<file path="src/rtl/tdc_pkg.sv">
// Shared types for the TDC difference averager.
// Optional build macro TDC_DIFF_MINMAX_EN adds per-window min/max to each FIFO entry.
package tdc_pkg;

    localparam int DIFF_W = 20;

    typedef logic signed [DIFF_W-1:0] diff_t;

    typedef struct packed {
`ifdef TDC_DIFF_MINMAX_EN
        diff_t max;
        diff_t min;
`endif
        diff_t avg;
    } fifo_entry_t;

endpackage

</file>
<file path="src/rtl/tdc_sfifo.sv">
// Synchronous show-ahead FIFO: rdata shows the head entry while not empty, zero otherwise.
// Push when full is accepted only if a pop happens in the same cycle.
module tdc_sfifo #(
    parameter int WIDTH = 20,
    parameter int DEPTH = 8
) (
    input  logic                       clk,
    input  logic                       rst,
    input  logic                       clr,
    input  logic                       push,
    input  logic                       pop,
    input  logic [WIDTH-1:0]           wdata,
    output logic [WIDTH-1:0]           rdata,
    output logic                       full,
    output logic                       empty,
    output logic [$clog2(DEPTH):0]     level
);

    localparam int AW = $clog2(DEPTH);
    localparam int LW = AW + 1;

    logic [WIDTH-1:0] mem_q [DEPTH];
    logic [AW-1:0]    wr_q;
    logic [AW-1:0]    rd_q;
    logic [LW-1:0]    level_q;
    logic             do_pop;
    logic             do_push;

    assign empty   = (level_q == '0);
    assign full    = (level_q == LW'(DEPTH));
    assign level   = level_q;
    assign do_pop  = pop & ~empty & ~rst & ~clr;
    assign do_push = push & (~full | do_pop) & ~rst & ~clr;
    assign rdata   = empty ? '0 : mem_q[rd_q];

    always_ff @(posedge clk) begin
        if (do_push) begin
            mem_q[wr_q] <= wdata;
        end
    end

    always_ff @(posedge clk) begin
        if (rst || clr) begin
            wr_q    <= '0;
            rd_q    <= '0;
            level_q <= '0;
        end else begin
            if (do_push) wr_q <= wr_q + AW'(1);
            if (do_pop)  rd_q <= rd_q + AW'(1);
            level_q <= level_q + LW'(do_push) - LW'(do_pop);
        end
    end

endmodule

</file>
<file path="src/rtl/tdc_diff_accum.sv">
// Averages windows of 2^AVG_LOG2 signed difference samples (taken on i_dval falling edges)
// into a show-ahead result FIFO. Define TDC_DIFF_MINMAX_EN for o_min/o_max per window.
module tdc_diff_accum
    import tdc_pkg::*;
#(
    parameter int AVG_LOG2   = 4,
    parameter int FIFO_DEPTH = 8
) (
    input  logic                        clk,
    input  logic                        rst,
    input  logic [DIFF_W-1:0]           i_data,
    input  logic                        i_dval,
    input  logic                        i_clr,
    input  logic                        i_ready,
    output logic [DIFF_W-1:0]           o_data,
    output logic                        o_valid,
    output logic [$clog2(FIFO_DEPTH):0] o_level,
    output logic                        o_ovf
`ifdef TDC_DIFF_MINMAX_EN
    ,
    output logic [DIFF_W-1:0]           o_min,
    output logic [DIFF_W-1:0]           o_max
`endif
);

    localparam int ACC_W = DIFF_W + AVG_LOG2;

    logic                    dval_q;
    logic signed [ACC_W-1:0] acc_q, acc_d;
    logic [AVG_LOG2-1:0]     cnt_q, cnt_d;
    logic                    ovf_q, ovf_d;
    logic signed [ACC_W-1:0] sum_w;
    logic signed [ACC_W-1:0] avg_w;
    diff_t                   sample;
    logic                    take;
    logic                    last;
    logic                    push;
    logic                    pop;
    logic                    full;
    logic                    empty;
    fifo_entry_t             wentry;
    fifo_entry_t             rentry;

    assign sample = i_data;
    // A clear in the edge cycle swallows that sample.
    assign take   = dval_q & ~i_dval & ~i_clr;
    assign last   = &cnt_q;
    assign push   = take & last;
    assign pop    = o_valid & i_ready;
    assign sum_w  = acc_q + {{AVG_LOG2{sample[DIFF_W-1]}}, sample};
    assign avg_w  = sum_w >>> AVG_LOG2;

    always_comb begin
        acc_d = acc_q;
        cnt_d = cnt_q;
        ovf_d = ovf_q | (push & full & ~pop);
        if (take) begin
            if (last) begin
                acc_d = '0;
                cnt_d = '0;
            end else begin
                acc_d = sum_w;
                cnt_d = cnt_q + AVG_LOG2'(1);
            end
        end
    end

    always_ff @(posedge clk) begin
        if (rst) begin
            dval_q <= 1'b1;
        end else begin
            dval_q <= i_dval;
        end
        if (rst || i_clr) begin
            acc_q <= '0;
            cnt_q <= '0;
            ovf_q <= 1'b0;
        end else begin
            acc_q <= acc_d;
            cnt_q <= cnt_d;
            ovf_q <= ovf_d;
        end
    end

`ifdef TDC_DIFF_MINMAX_EN
    diff_t min_q, max_q;
    diff_t win_min, win_max;

    // First sample of a window seeds both extremes.
    assign win_min = (cnt_q == '0 || sample < min_q) ? sample : min_q;
    assign win_max = (cnt_q == '0 || sample > max_q) ? sample : max_q;

    always_ff @(posedge clk) begin
        if (rst || i_clr) begin
            min_q <= '0;
            max_q <= '0;
        end else if (take) begin
            min_q <= win_min;
            max_q <= win_max;
        end
    end

    always_comb begin
        wentry     = '0;
        wentry.avg = avg_w[DIFF_W-1:0];
        wentry.min = win_min;
        wentry.max = win_max;
    end

    assign o_min = rentry.min;
    assign o_max = rentry.max;
`else
    always_comb begin
        wentry     = '0;
        wentry.avg = avg_w[DIFF_W-1:0];
    end
`endif

    tdc_sfifo #(
        .WIDTH ($bits(fifo_entry_t)),
        .DEPTH (FIFO_DEPTH)
    ) u_fifo (
        .clk   (clk),
        .rst   (rst),
        .clr   (i_clr),
        .push  (push),
        .pop   (pop),
        .wdata (wentry),
        .rdata (rentry),
        .full  (full),
        .empty (empty),
        .level (o_level)
    );

    assign o_data  = rentry.avg;
    assign o_valid = ~empty;
    assign o_ovf   = ovf_q;

endmodule
</file>
<file path="config.mk">
export PLATFORM = sky130hd
export DESIGN_NAME = tdc_diff_accum
export DESIGN_NICKNAME = d
export VERILOG_FILES = /design/src/rtl/tdc_pkg.sv /design/src/rtl/tdc_sfifo.sv /design/src/rtl/tdc_diff_accum.sv
export SDC_FILE = /design/constraint.sdc
export NUM_CORES = 1
export LEC_CHECK = 0
export CORE_AREA = 3 3 132 134
export CTS_BUF_LIST = sky130_fd_sc_hd__clkbuf_4
export CTS_CLUSTER_SIZE = 40
export DETAILED_ROUTE_END_ITERATION = 6
export DIE_AREA = 0 0 135 137
export PLACE_DENSITY = 0.87
export SETUP_SLACK_MARGIN = 0.5
export SLEW_MARGIN = 0
export SYNTH_ARGS = -nofsm -noshare
export SYNTH_HDL_FRONTEND = slang
export SYNTH_SLANG_ARGS = --single-unit
</file>
<file path="constraint.sdc">
create_clock -name clk -period 3.8 [get_ports clk]
set_clock_uncertainty 0.05 [all_clocks]
set_input_delay 0.76 -clock clk [delete_from_list [all_inputs] [get_ports clk]]
set_output_delay 0.76 -clock clk [all_outputs]
set_load 0.03 [all_outputs]
</file>
==> results.txt, run 1 <==
flow finished, numbers: status=complete, no violations, pwr dens=411.4 mW/mm², Worst EP required=2.99 ns, Hold Crit Class=reg2reg, hold depth=2, crit path launch type=register, Final non-clock buffer share=0.08738, Mux cell area share=0.1232, Distinct cells, synth=61, post-route minimum period=3.173 ns, most numerous logic cell after layout=edfxtp_1, Top Layout Cells=edfxtp_1 (160), nor2_1 (68), clkbuf_4 (67), dfxtp_1 (42), mux4_2 (40), Setup Buffers After CTS=5, num ports=51, FP Util=0.5546, routability cong.=0.8906, CP Capture Point=o_data[11], seq_cells=around 200, vias in the first global route=5978, router iterations before antenna repair=5, Worst R2R Setup Slack=0.90 ns, Synth Warn #=0, top sig layer=met4, ys async rst share=0, slowest CP cell=mux4_2, Tool Warnings=29, Inverters, non-clock=18, CP max stage delay=0.52 ns, Gates resized, CTS repair=57, critical path arrival=2.36 ns, area reported by Yosys stat=0.009099 mm², Least-Margin Pin Slew=about 0.84 ns, final antenna-violating net count=0, CP Cell Sequence=buf_6 -> buf_4 -> mux4_2 -> mux2i_1 -> nor2_1 -> clkdlybuf4s15_2, final worst slack=0.6268 ns, antenna violations before repair=1, Crit path max-delay family=multiplexers, num rows=47, crit path capture type=output pin, LEAKAGE=0.003953 µW, unrepaired setup endpoints after global routing=no, pre-CTS setup slack=-0.08342 ns, diodes inserted=1, Power Clock=1820 µW, Die Size=0.01850 mm², Clk network pwr share=0.404, combinational share of cell area=0.3013, Top Consumer=registers, P_sw=about 1000 µW, Clock-cell share=0.06008, register area share after synthesis=0.6227, sequential power share=0.540, Buf/Inv on CP=3, Crit. path cell count=6, DRC=0, Hold Crit Endpoint=acc_q[21]$_SDFFE_PP0N_, GR peak layer=met2, Core Region=0.01641 mm², initial DRC count=between 500 and 600, count leader, synth=edfxtp_1, Vert. Die Dim=137 µm, Hold Slack=0.4182 ns, clk_lat worst skew=roughly 0.63 ns, Remaining Overflow, GRT=0, CTS H-tree depth=2, Top logic family=multiplexers, total number of tap cells=220, final setup TNS=0 ns, yosys cell count=around 620, share of cells above drive strength 1=0.2519, WS Path Type=reg2out, internal power=3488 µW, max-slew violations=0, Slew HR=0.4376, ys flops=a little over 200, final setup violating endpoints=0
### A small window of the routed layout, run 1

The bar under the picture is 10 µm long. Region (21, 22) to (46, 47) µm. Cells in grey, sequential cells in the stronger grey; small squares are vias.
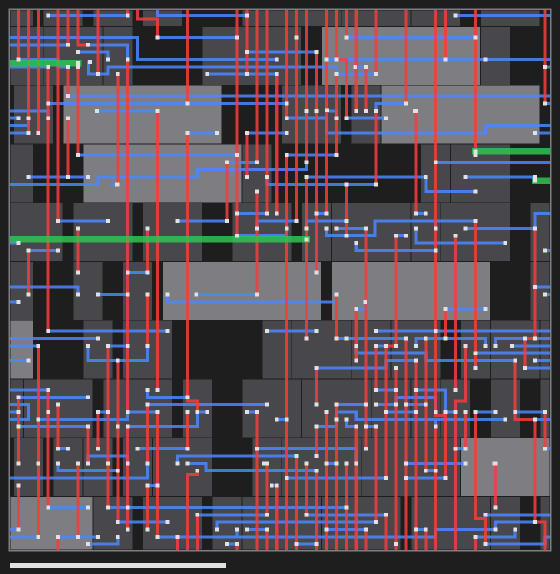
- red: M2
- green: M3
- blue: M1
- cells with their middle in the window: 62
- netlist names of flops here include: `acc_q` (3), `cnt_q` (2), `u_fifo.wr_q` (2)
- sequential cells in the window: 8
- most frequent: nor2_1 (15), dfxtp_1 (8), nand2_1 (6)

### Track usage over the die, run 1

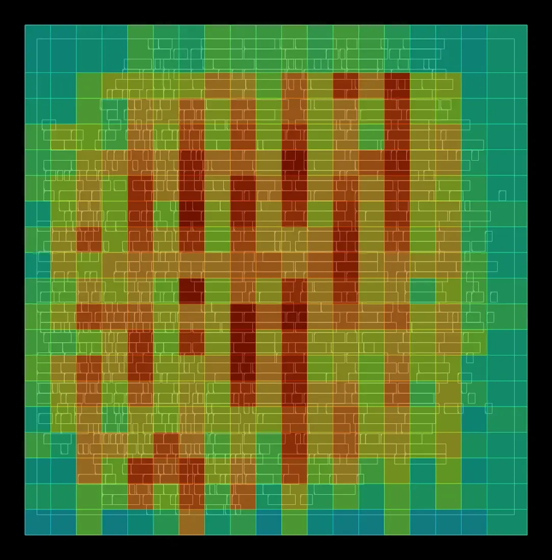
GR Util met3: 0.04449
GR met2 Demand/Resource: 0.3913
GRT Total Usage: 0.2249
wire per inst: 19.66 µm
met1 usage: 0.2855

### Where the registers sit, run 1

The bar under the picture is 50 µm long. Other sequential cells in the stronger grey, the rest of the logic in the fainter grey.
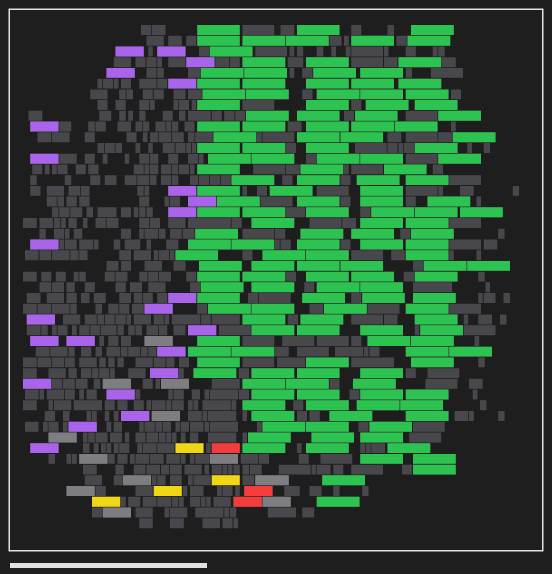
- yellow: `u_fifo.level` (placed flops 4)
- red: `u_fifo.rd_q` (placed flops 3)
- purple: `acc_q` (placed flops 24)
- green: `u_fifo.mem_q` (placed flops 160)
FF+latch area: 0.005669 mm²
Final Util: 0.6651
Seq/total area: 0.5196
total sequential power: 2430 µW

### Logic cells by family, run 1

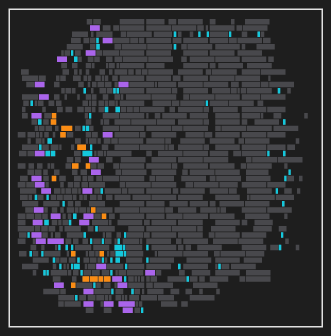
- purple: fa/ha/maj cells (cells 34)
- orange: and/or cells (cells 17)
- cyan: nor cells (cells 84; where widely spread)

## Run 2: what changed since run 1
- clock period: 3.8 -> 2.63 ns (I/O delays scaled with it)
==> results.txt, run 2 <==
flow finished, numbers: WS Path Type=reg2out, Worst R2R Setup Slack=-0.18 ns (-1.08 ns), area reported by Yosys stat=0.009099 mm² (unchanged), P_sw=1907 µW (+91%), failing checks=negative setup slack, Area-dominant class=sequential cells, syn nets=683, Clock-cell share=0.04788 (-0.01221), diodes inserted=1 (unchanged), num ports=51 (unchanged), GR Util met3=0.06544 (+0.02096), total sequential power=3510 µW (+44%), antenna violations before repair=2 (+1), Tool Warnings=31 (+6.9%), max-slew violations=0 (unchanged), hold depth=4 (+2), share of cells above drive strength 1=0.5131 (+0.2612), Core Region=0.01641 mm² (unchanged), seq_cells=203 (unchanged), clk_lat worst skew=0.68 ns (+0.05 ns), Vias=7701, max reg flops=around 160, final antenna-violating net count=0 (unchanged), post-synthesis xor/xnor area fraction=0.02118, Crit path max-delay family=multiplexers, Remaining Overflow, GRT=0 (unchanged), pre-CTS setup slack=-0.7143 ns (-0.6308 ns), count leader, synth=edfxtp_1, Vert. Die Dim=137 µm (unchanged), Mux cell area share=0.1232 (unchanged), post-route minimum period=2.899 ns, unrepaired setup endpoints after global routing=yes, Die Size=0.01850 mm² (unchanged), Total Power=7109 µW, Gates resized, CTS repair=111 (+95%), critical path arrival=2.32 ns (-0.04 ns), Top logic family=multiplexers, num rows=47 (unchanged), Hold Slack=0.3874 ns (-0.03081 ns), vias in the first global route=7680 (+28%), FP Util=0.5546 (unchanged), PortBufs=roughly 50, FF+latch area=0.005697 mm² (+0.49%), top sig layer=met4, crit path capture type=output pin, CTS H-tree depth=2 (unchanged), Top Layout Cells=edfxtp_1 (160), buf_4 (118), clkbuf_4 (76), nor2_1 (53), buf_6 (48), slowest CP cell=mux4_2, ys async rst share=0 (unchanged), CP Cell Sequence=buf_12 -> clkbuf_16 -> mux4_2 -> mux2i_1 -> nor2_1 -> buf_4, CP Capture Point=o_data[17], initial DRC count=1193 (+140%), register area share after synthesis=0.6227 (unchanged), Hold Crit Endpoint=acc_q[0]$_SDFFE_PP0N_, Distinct cells, synth=61 (unchanged), Crit. path cell count=6 (unchanged), sequential power share=0.493 (-0.047), Buf/Inv on CP=3 (unchanged), Synth Warn #=0 (unchanged), crit path launch type=register, total number of tap cells=220 (unchanged), ys flops=203 (unchanged), internal power=5201 µW (+49%), Inverters, non-clock=18 (unchanged), Clk network pwr share=0.410 (+0.006), ao+oa area frac=0.09158, Power Clock=2920 µW (+60%), CP max stage delay=0.52 ns (about the same), Top Consumer=registers, Final non-clock buffer share=0.1828 (+0.09540), GR met2 Demand/Resource=0.5734 (+0.1820), final setup TNS=-20.93 ns (-20.93 ns), CTS Root Cell=clkbuf_4, final worst slack=-0.2695 ns (-0.8963 ns), router iterations before antenna repair=5 (unchanged), Least-Margin Pin Slew=0.7164 ns (-0.1212 ns), final setup violating endpoints=222 (+222), DRC=0 (unchanged), status=complete, but fails checks, routability cong.=0.9003 (+1.1%), Seq/total area=0.4224 (-0.09712), pwr dens=527.1 mW/mm² (+28%), LEAKAGE=0.005005 µW (+27%), yosys cell count=624 (unchanged), Setup Buffers After CTS=43 (+38), Hold Crit Class=in2reg
### Logic cells by family, run 2

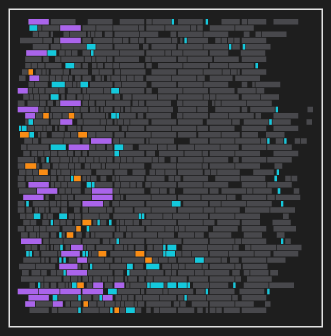
- purple: fa/ha/maj cells (cells 34; where a vertical strip on the left)
- cyan: nor cells (cells 84; where widely spread)
- orange: and/or cells (cells 17)
most numerous logic cell after layout: edfxtp_1
combinational share of cell area: 0.3209
Non-Filler Instances: 1137

### Track usage over the die, run 2

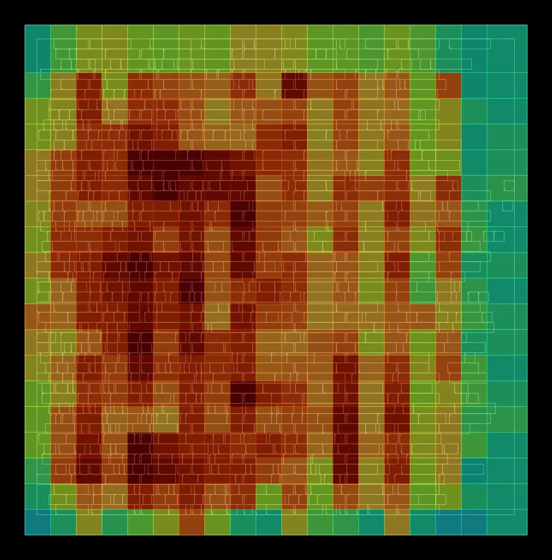
Final Util: 0.8219
GRT Total Usage: 0.3372
met1 usage: 0.4107
GR peak layer: met2
wire per inst: 31.13 µm

### A small window of the routed layout, run 2

The bar under the picture is 10 µm long. Region (21, 22) to (46, 47) µm. Cells in grey, sequential cells in the stronger grey; small squares are vias.
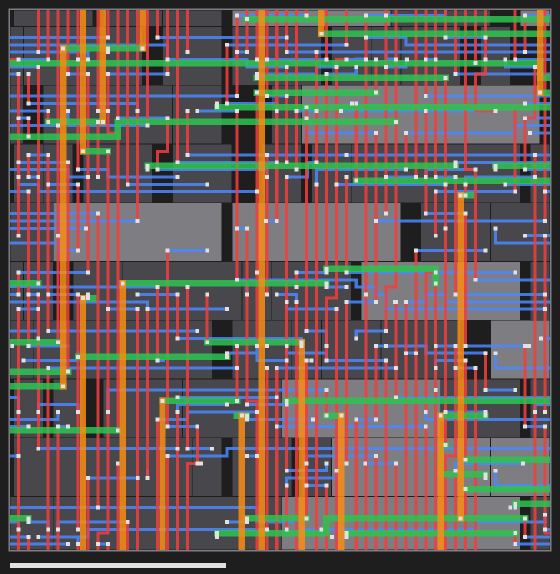
- green: M3
- blue: M1
- orange: M4
- red: M2
- cells with their middle in the window: 51
- most frequent: nor2_1 (11), buf_4 (6)
- netlist names of flops here include: `cnt_q` (3), `u_fifo.mem_q` (2)
- sequential cells in the window: 7

Power figures rest on the tool's default switching activity, not on a simulated workload.
